`src/rtl/cache_axi_bridge_if.sv`:
```
// AXI4 master-side bus bundle for the cache memory bridge.
// The bridge uses the master modport; a memory model or interconnect uses the slave modport.
interface cache_axi_bridge_if #(
    parameter int ADDR_SIZE = 32,
    parameter int DATA_SIZE = 32
);
    logic                   awvalid;
    logic                   awready;
    logic [ADDR_SIZE-1:0]   awaddr;
    logic [7:0]             awlen;
    logic [2:0]             awsize;
    logic [1:0]             awburst;

    logic                   wvalid;
    logic                   wready;
    logic [DATA_SIZE-1:0]   wdata;
    logic [DATA_SIZE/8-1:0] wstrb;
    logic                   wlast;

    logic                   bvalid;
    logic                   bready;
    logic [1:0]             bresp;

    logic                   arvalid;
    logic                   arready;
    logic [ADDR_SIZE-1:0]   araddr;
    logic [7:0]             arlen;
    logic [2:0]             arsize;
    logic [1:0]             arburst;

    logic                   rvalid;
    logic                   rready;
    logic [DATA_SIZE-1:0]   rdata;
    logic [1:0]             rresp;
    logic                   rlast;

    modport master (
        output awvalid, awaddr, awlen, awsize, awburst,
        input  awready,
        output wvalid, wdata, wstrb, wlast,
        input  wready,
        input  bvalid, bresp,
        output bready,
        output arvalid, araddr, arlen, arsize, arburst,
        input  arready,
        input  rvalid, rdata, rresp, rlast,
        output rready
    );

    modport slave (
        input  awvalid, awaddr, awlen, awsize, awburst,
        output awready,
        input  wvalid, wdata, wstrb, wlast,
        output wready,
        output bvalid, bresp,
        input  bready,
        input  arvalid, araddr, arlen, arsize, arburst,
        output arready,
        output rvalid, rdata, rresp, rlast,
        input  rready
    );
endinterface

```
`src/rtl/cache_axi_bridge.sv`:
```
// Memory-side sequencer for the cache: turns one line write-back or line load
// into a single AXI4 INCR burst of one line. One transaction in flight.
module cache_axi_bridge #(
    parameter int ADDR_SIZE  = 32,
    parameter int DATA_SIZE  = 32,
    parameter int BLOCK_SIZE = 6
) (
    input  logic                            clk,
    input  logic                            rst_n,
    input  logic                            addr_valid_in,
    output logic                            addr_ready,
    input  logic [ADDR_SIZE-1:0]            addr_in,
    input  logic                            rw_in,
    input  logic                            valid_wb,
    output logic                            ready_wb,
    input  logic [8*(2**BLOCK_SIZE)-1:0]    data_wb,
    output logic                            valid_ld,
    input  logic                            ready_ld,
    output logic [8*(2**BLOCK_SIZE)-1:0]    data_ld,
    output logic                            bus_err,
    cache_axi_bridge_if.master              axi
);
    localparam int BLOCKS = (2**BLOCK_SIZE) / (DATA_SIZE/8);
    localparam int BEAT_W = (BLOCKS > 1) ? $clog2(BLOCKS) : 1;
    localparam logic [ADDR_SIZE-1:0] LINE_MASK = ADDR_SIZE'((2**BLOCK_SIZE) - 1);

    typedef enum logic [2:0] {S_IDLE, S_AW, S_W, S_B, S_AR, S_R, S_LD} state_t;

    state_t                 state, state_nx;
    logic [BEAT_W-1:0]      beat;
    logic                   last_beat;
    logic                   accept;
    logic [ADDR_SIZE-1:0]   line_addr;
    logic [DATA_SIZE-1:0]   line_buf [BLOCKS];

    assign last_beat = (beat == BEAT_W'(BLOCKS - 1));

    // Burst attributes are fixed: one full line, INCR, full-width beats.
    assign axi.awaddr  = line_addr;
    assign axi.awlen   = 8'(BLOCKS - 1);
    assign axi.awsize  = 3'($clog2(DATA_SIZE/8));
    assign axi.awburst = 2'b01;
    assign axi.araddr  = line_addr;
    assign axi.arlen   = 8'(BLOCKS - 1);
    assign axi.arsize  = 3'($clog2(DATA_SIZE/8));
    assign axi.arburst = 2'b01;
    assign axi.wdata   = line_buf[beat];
    assign axi.wstrb   = '1;
    assign axi.wlast   = last_beat;

    for (genvar k = 0; k < BLOCKS; k++) begin : g_ld
        assign data_ld[k*DATA_SIZE +: DATA_SIZE] = line_buf[k];
    end

    // State register.
    always_ff @(posedge clk) begin
        if (!rst_n) state <= S_IDLE;
        else        state <= state_nx;
    end

    // Next state and handshake outputs; valids depend only on state, never on readies.
    always_comb begin
        state_nx    = state;
        addr_ready  = 1'b0;
        ready_wb    = 1'b0;
        accept      = 1'b0;
        valid_ld    = 1'b0;
        axi.awvalid = 1'b0;
        axi.wvalid  = 1'b0;
        axi.bready  = 1'b0;
        axi.arvalid = 1'b0;
        axi.rready  = 1'b0;
        case (state)
            S_IDLE: begin
                addr_ready = 1'b1;
                if (addr_valid_in) begin
                    if (rw_in) begin
                        // A write-back waits here until its line is presented.
                        if (valid_wb) begin
                            ready_wb = 1'b1;
                            accept   = 1'b1;
                            state_nx = S_AW;
                        end
                    end else begin
                        accept   = 1'b1;
                        state_nx = S_AR;
                    end
                end
            end
            S_AW: begin
                axi.awvalid = 1'b1;
                if (axi.awready) state_nx = S_W;
            end
            S_W: begin
                axi.wvalid = 1'b1;
                if (axi.wready && last_beat) state_nx = S_B;
            end
            S_B: begin
                axi.bready = 1'b1;
                if (axi.bvalid) state_nx = S_IDLE;
            end
            S_AR: begin
                axi.arvalid = 1'b1;
                if (axi.arready) state_nx = S_R;
            end
            S_R: begin
                axi.rready = 1'b1;
                // Exactly one line of beats is consumed regardless of rlast.
                if (axi.rvalid && last_beat) state_nx = S_LD;
            end
            S_LD: begin
                valid_ld = 1'b1;
                if (ready_ld) state_nx = S_IDLE;
            end
            default: state_nx = S_IDLE;
        endcase
    end

    // Beat counter and sticky bus error; only reset can clear bus_err.
    always_ff @(posedge clk) begin
        if (!rst_n) begin
            beat    <= '0;
            bus_err <= 1'b0;
        end else begin
            if ((state == S_W && axi.wready) || (state == S_R && axi.rvalid))
                beat <= last_beat ? '0 : beat + 1'b1;
            if (state == S_B && axi.bvalid && axi.bresp != 2'b00)
                bus_err <= 1'b1;
            if (state == S_R && axi.rvalid && (axi.rresp != 2'b00 || axi.rlast != last_beat))
                bus_err <= 1'b1;
        end
    end

    // Line buffer and aligned address; pure data, not reset.
    always_ff @(posedge clk) begin
        if (accept) begin
            line_addr <= addr_in & ~LINE_MASK;
            if (rw_in) begin
                for (int k = 0; k < BLOCKS; k++)
                    line_buf[k] <= data_wb[k*DATA_SIZE +: DATA_SIZE];
            end
        end
        if (state == S_R && axi.rvalid)
            line_buf[beat] <= axi.rdata;
    end
endmodule

```
`src/flat_wrapper.sv`:
```
// flat-port wrapper written by rule: the top's interface ports become plain ports
module cache_axi_bridge_flat 
#(
    parameter int ADDR_SIZE  = 32,
    parameter int DATA_SIZE  = 32,
    parameter int BLOCK_SIZE = 6
)
  (clk, rst_n, addr_valid_in, addr_ready, addr_in, rw_in, valid_wb, ready_wb, data_wb, valid_ld, ready_ld, data_ld, bus_err, axi_awvalid, axi_awaddr, axi_awlen, axi_awsize, axi_awburst, axi_awready, axi_wvalid, axi_wdata, axi_wstrb, axi_wlast, axi_wready, axi_bvalid, axi_bresp, axi_bready, axi_arvalid, axi_araddr, axi_arlen, axi_arsize, axi_arburst, axi_arready, axi_rvalid, axi_rdata, axi_rresp, axi_rlast, axi_rready);
  cache_axi_bridge_if #(.ADDR_SIZE(ADDR_SIZE), .DATA_SIZE(DATA_SIZE)) axi_i ();
  input  logic clk;
  input  logic rst_n;
  input  logic addr_valid_in;
  output logic addr_ready;
  input  logic [ADDR_SIZE-1:0] addr_in;
  input  logic rw_in;
  input  logic valid_wb;
  output logic ready_wb;
  input  logic [8*(2**BLOCK_SIZE)-1:0] data_wb;
  output logic valid_ld;
  input  logic ready_ld;
  output logic [8*(2**BLOCK_SIZE)-1:0] data_ld;
  output logic bus_err;
  output wire logic [$bits(axi_i.awvalid)-1:0] axi_awvalid;
  output wire logic [$bits(axi_i.awaddr)-1:0] axi_awaddr;
  output wire logic [$bits(axi_i.awlen)-1:0] axi_awlen;
  output wire logic [$bits(axi_i.awsize)-1:0] axi_awsize;
  output wire logic [$bits(axi_i.awburst)-1:0] axi_awburst;
  input wire logic [$bits(axi_i.awready)-1:0] axi_awready;
  output wire logic [$bits(axi_i.wvalid)-1:0] axi_wvalid;
  output wire logic [$bits(axi_i.wdata)-1:0] axi_wdata;
  output wire logic [$bits(axi_i.wstrb)-1:0] axi_wstrb;
  output wire logic [$bits(axi_i.wlast)-1:0] axi_wlast;
  input wire logic [$bits(axi_i.wready)-1:0] axi_wready;
  input wire logic [$bits(axi_i.bvalid)-1:0] axi_bvalid;
  input wire logic [$bits(axi_i.bresp)-1:0] axi_bresp;
  output wire logic [$bits(axi_i.bready)-1:0] axi_bready;
  output wire logic [$bits(axi_i.arvalid)-1:0] axi_arvalid;
  output wire logic [$bits(axi_i.araddr)-1:0] axi_araddr;
  output wire logic [$bits(axi_i.arlen)-1:0] axi_arlen;
  output wire logic [$bits(axi_i.arsize)-1:0] axi_arsize;
  output wire logic [$bits(axi_i.arburst)-1:0] axi_arburst;
  input wire logic [$bits(axi_i.arready)-1:0] axi_arready;
  input wire logic [$bits(axi_i.rvalid)-1:0] axi_rvalid;
  input wire logic [$bits(axi_i.rdata)-1:0] axi_rdata;
  input wire logic [$bits(axi_i.rresp)-1:0] axi_rresp;
  input wire logic [$bits(axi_i.rlast)-1:0] axi_rlast;
  output wire logic [$bits(axi_i.rready)-1:0] axi_rready;
  assign axi_awvalid = axi_i.awvalid;
  assign axi_awaddr = axi_i.awaddr;
  assign axi_awlen = axi_i.awlen;
  assign axi_awsize = axi_i.awsize;
  assign axi_awburst = axi_i.awburst;
  assign axi_i.awready = axi_awready;
  assign axi_wvalid = axi_i.wvalid;
  assign axi_wdata = axi_i.wdata;
  assign axi_wstrb = axi_i.wstrb;
  assign axi_wlast = axi_i.wlast;
  assign axi_i.wready = axi_wready;
  assign axi_i.bvalid = axi_bvalid;
  assign axi_i.bresp = axi_bresp;
  assign axi_bready = axi_i.bready;
  assign axi_arvalid = axi_i.arvalid;
  assign axi_araddr = axi_i.araddr;
  assign axi_arlen = axi_i.arlen;
  assign axi_arsize = axi_i.arsize;
  assign axi_arburst = axi_i.arburst;
  assign axi_i.arready = axi_arready;
  assign axi_i.rvalid = axi_rvalid;
  assign axi_i.rdata = axi_rdata;
  assign axi_i.rresp = axi_rresp;
  assign axi_i.rlast = axi_rlast;
  assign axi_rready = axi_i.rready;
  cache_axi_bridge #(.ADDR_SIZE(ADDR_SIZE), .DATA_SIZE(DATA_SIZE), .BLOCK_SIZE(BLOCK_SIZE)) u_core (.clk(clk), .rst_n(rst_n), .addr_valid_in(addr_valid_in), .addr_ready(addr_ready), .addr_in(addr_in), .rw_in(rw_in), .valid_wb(valid_wb), .ready_wb(ready_wb), .data_wb(data_wb), .valid_ld(valid_ld), .ready_ld(ready_ld), .data_ld(data_ld), .bus_err(bus_err), .axi(axi_i));
endmodule
```
`config.mk`:
```
export PLATFORM = sky130hd
export DESIGN_NAME = cache_axi_bridge_flat
export DESIGN_NICKNAME = d
export VERILOG_FILES = /design/src/rtl/cache_axi_bridge_if.sv /design/src/rtl/cache_axi_bridge.sv /design/src/flat_wrapper.sv
export SDC_FILE = /design/constraint.sdc
export NUM_CORES = 1
export LEC_CHECK = 0
export CORE_AREA = 4 4 479 481
export DETAILED_ROUTE_END_ITERATION = 16
export DIE_AREA = 0 0 483 485
export GPL_TIMING_DRIVEN = 0
export PLACE_DENSITY = 0.41
export SKIP_LAST_GASP = 1
export SLEW_MARGIN = 40
export SYNTH_ARGS = -nofsm -noshare
export SYNTH_HDL_FRONTEND = slang
export SYNTH_SLANG_ARGS = --single-unit
```
`constraint.sdc`:
```
create_clock -name clk -period 4.9 [get_ports clk]
set_input_delay 0.49 -clock clk [delete_from_list [all_inputs] [get_ports clk]]
set_output_delay 0.49 -clock clk [all_outputs]
set_load 0.05 [all_outputs]
```
**Wiring by layer**

Scale: 1 px per µm. Two of the layers only.
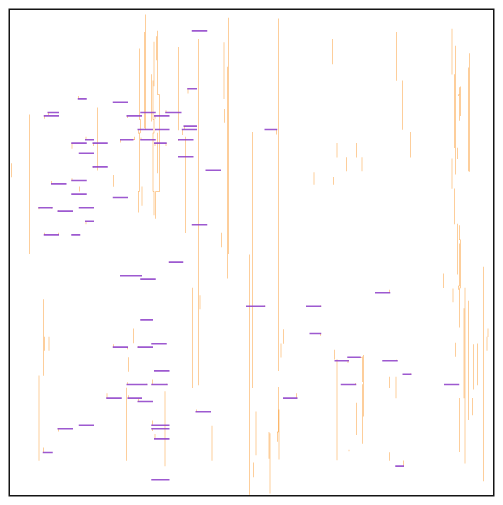
purple -> metal 5  # wire length 915 µm
orange -> metal 4  # wire length 6140 µm
final wirelength: 251000 µm
Tot GR Track Use: 20.5%
DR vias: 22700
average wire per standard cell: 41.9 µm

==> results_slide.txt <==
Implementation Results

Pwr
  – P_clk: 5.86 mW
  – Clock power share: roughly a third
  – Comb pwr share: around a third
  – Sequential power: between 6 and 7 mW
  – Comb pwr: roughly 6.5 mW
  – PD cells: 395 mW/mm²
  – Sequential share of power: roughly a third
  – Maximum VDD drop: 235 µV

Yosys
  – Comb area leader: multiplexers
  – Yosys stat cell total: approximately 1500
  – Max-area cell share: 58.1%
  – Syn avg cell area: ~18 µm²
  – Synth Seq Share: slightly below 60%
  – Simple Share, Synth: about 1.7%
  – Unique masters post-synth: ~46
  – Adder Share, Synth: less than 1%
  – Compound-Gate Fraction of Synth Area: less than 1%
  – Post-synth regs: between 500 and 600
  – Syn Inst Count: 1521
  – Yosys warning total: 0
  – Asr flop ratio synth: 0%
  – Number of enable flip-flop cells: approximately 540
  – Commonest flop: edfxtp_1

Timing
  – Crit share post-route: 95.5%
  – Min Tclk post-route: around 4.7 ns
  – Final setup vio count: 0
  – Max Freq: ~0.21 GHz
  – Worst Skew: approximately 0.028 ns
  – Setup TNS: 0 ns
  – Least-Margin Pin Slew: between 0.9 and 1 ns
  – RSZ-0062 raised after global routing: no

Clock network
  – Clock buffer depth: 3
  – Clk latency late pin: roughly 0.69 ns
  – CTS tree: yes
  – CTS Buf Count: ~80
  – Hold bufs inserted after CTS: 0

Die
  – Area of the core: between 0.2 and 0.25 mm²
  – Ports: around 1200

Detailed routing
  – Wire length on met3: 27400 µm
  – Via-to-Cell Ratio: 3.79
  – Highest Signal Layer: met5
  – Pre-antenna DRT Iters: 7
  – Post-route DRC: 0
  – Post-DRT Antenna Nets: 0
  – Metal2 WL: ~120000 µm
  – Metal-1 WL: approximately 98000 µm

Setup path
  – Crit-path slowest cell: clkdlybuf4s50_1
  – CP peak stage delay: around 0.75 ns
  – Top delay family on crit path: buffers and inverters
  – Crit-path cells: clkbuf_1 > buf_2 > mux4_2 > mux4_2 > clkdlybuf4s50_1
  – CP max FO: 10
  – Register-to-Register Path Depth: 6
  – Data required, critical path: 4.41 ns
  – R2R Path Start: u_core.beat[1]
  – R2R Setup Slk: 1.27 ns
  – Crit Path Category: reg2out
  – Cell mode on critical path: mux4_2
  – Critical Path Stages: 5
  – R2R Path End: u_core.line_buf[15][13]
  – Crit path capture: axi_wdata[26]
  – Crit. End Element: output pin

Global route
  – Met1 Use GR: 24.3%
  – First-pass GRT wire length: about 300000 µm
  – Met3 usage: 9.28%
  – Remaining Overflow, GRT: 0

Place
  – Post-Place Setup Slack: between 0.6 and 0.7 ns
  – Post-detail-place hpwl: about 210000 µm
  – DP Area: about 0.045 mm²
  – Cells after DPL: between 5000 and 6000

Finish
  – Layout cell share with drive strength beyond 1: a little over a third
  – Comb. cell area: between 0.01 and 0.015 mm²
  – Area grow syn2layout: 69.8%
  – Sequential Area: about 0.016 mm²
  – Layout Nets: ~3500
  – Final Non-Filler Cells: 5985

Run
  – Max-Cap Viols: 0

Status
  – Status: finished, final reports clean

Hold path
  – HP Start: addr_in[21]
  – Hold Path Depth: 1
**Routing congestion map**

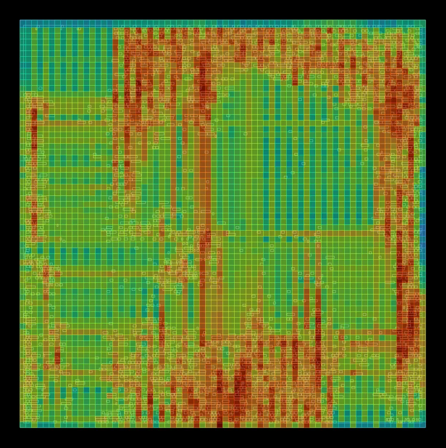
final core utilization: 21.0%
global route hottest layer: met2

## registers in the layout, summed over array words and instances (netlist names), named ones only
register           count
u_core.axi.araddr     26
u_core.bus_err         1
u_core.beat            4
u_core.line_buf      512
u_core.state           3
## area by class of cell
class,count,share of cell area (%)
Antenna cell,59,0.313
Multi-Input combinational cell,811,22.1
Sequential cell,550,34.7
Clock buffer,94,4.35
Clock inverter,49,0.940
Tap cell,2992,7.92
Inverter,5,0.0397
Buffer,195,2.80
Timing Repair Buffer,1230,26.8
## stage by stage
step | hold WS (ns) | utilization, %
after detailed placement | 0.525 | 19.8
after CTS | 0.261 | 21.0
after global routing | 0.291 | 21.0
final | 0.350 | 21.0
after global placement | 0.514 | 19.4
after floorplan | 0.524 | -
Power and IR drop assume default switching activity.
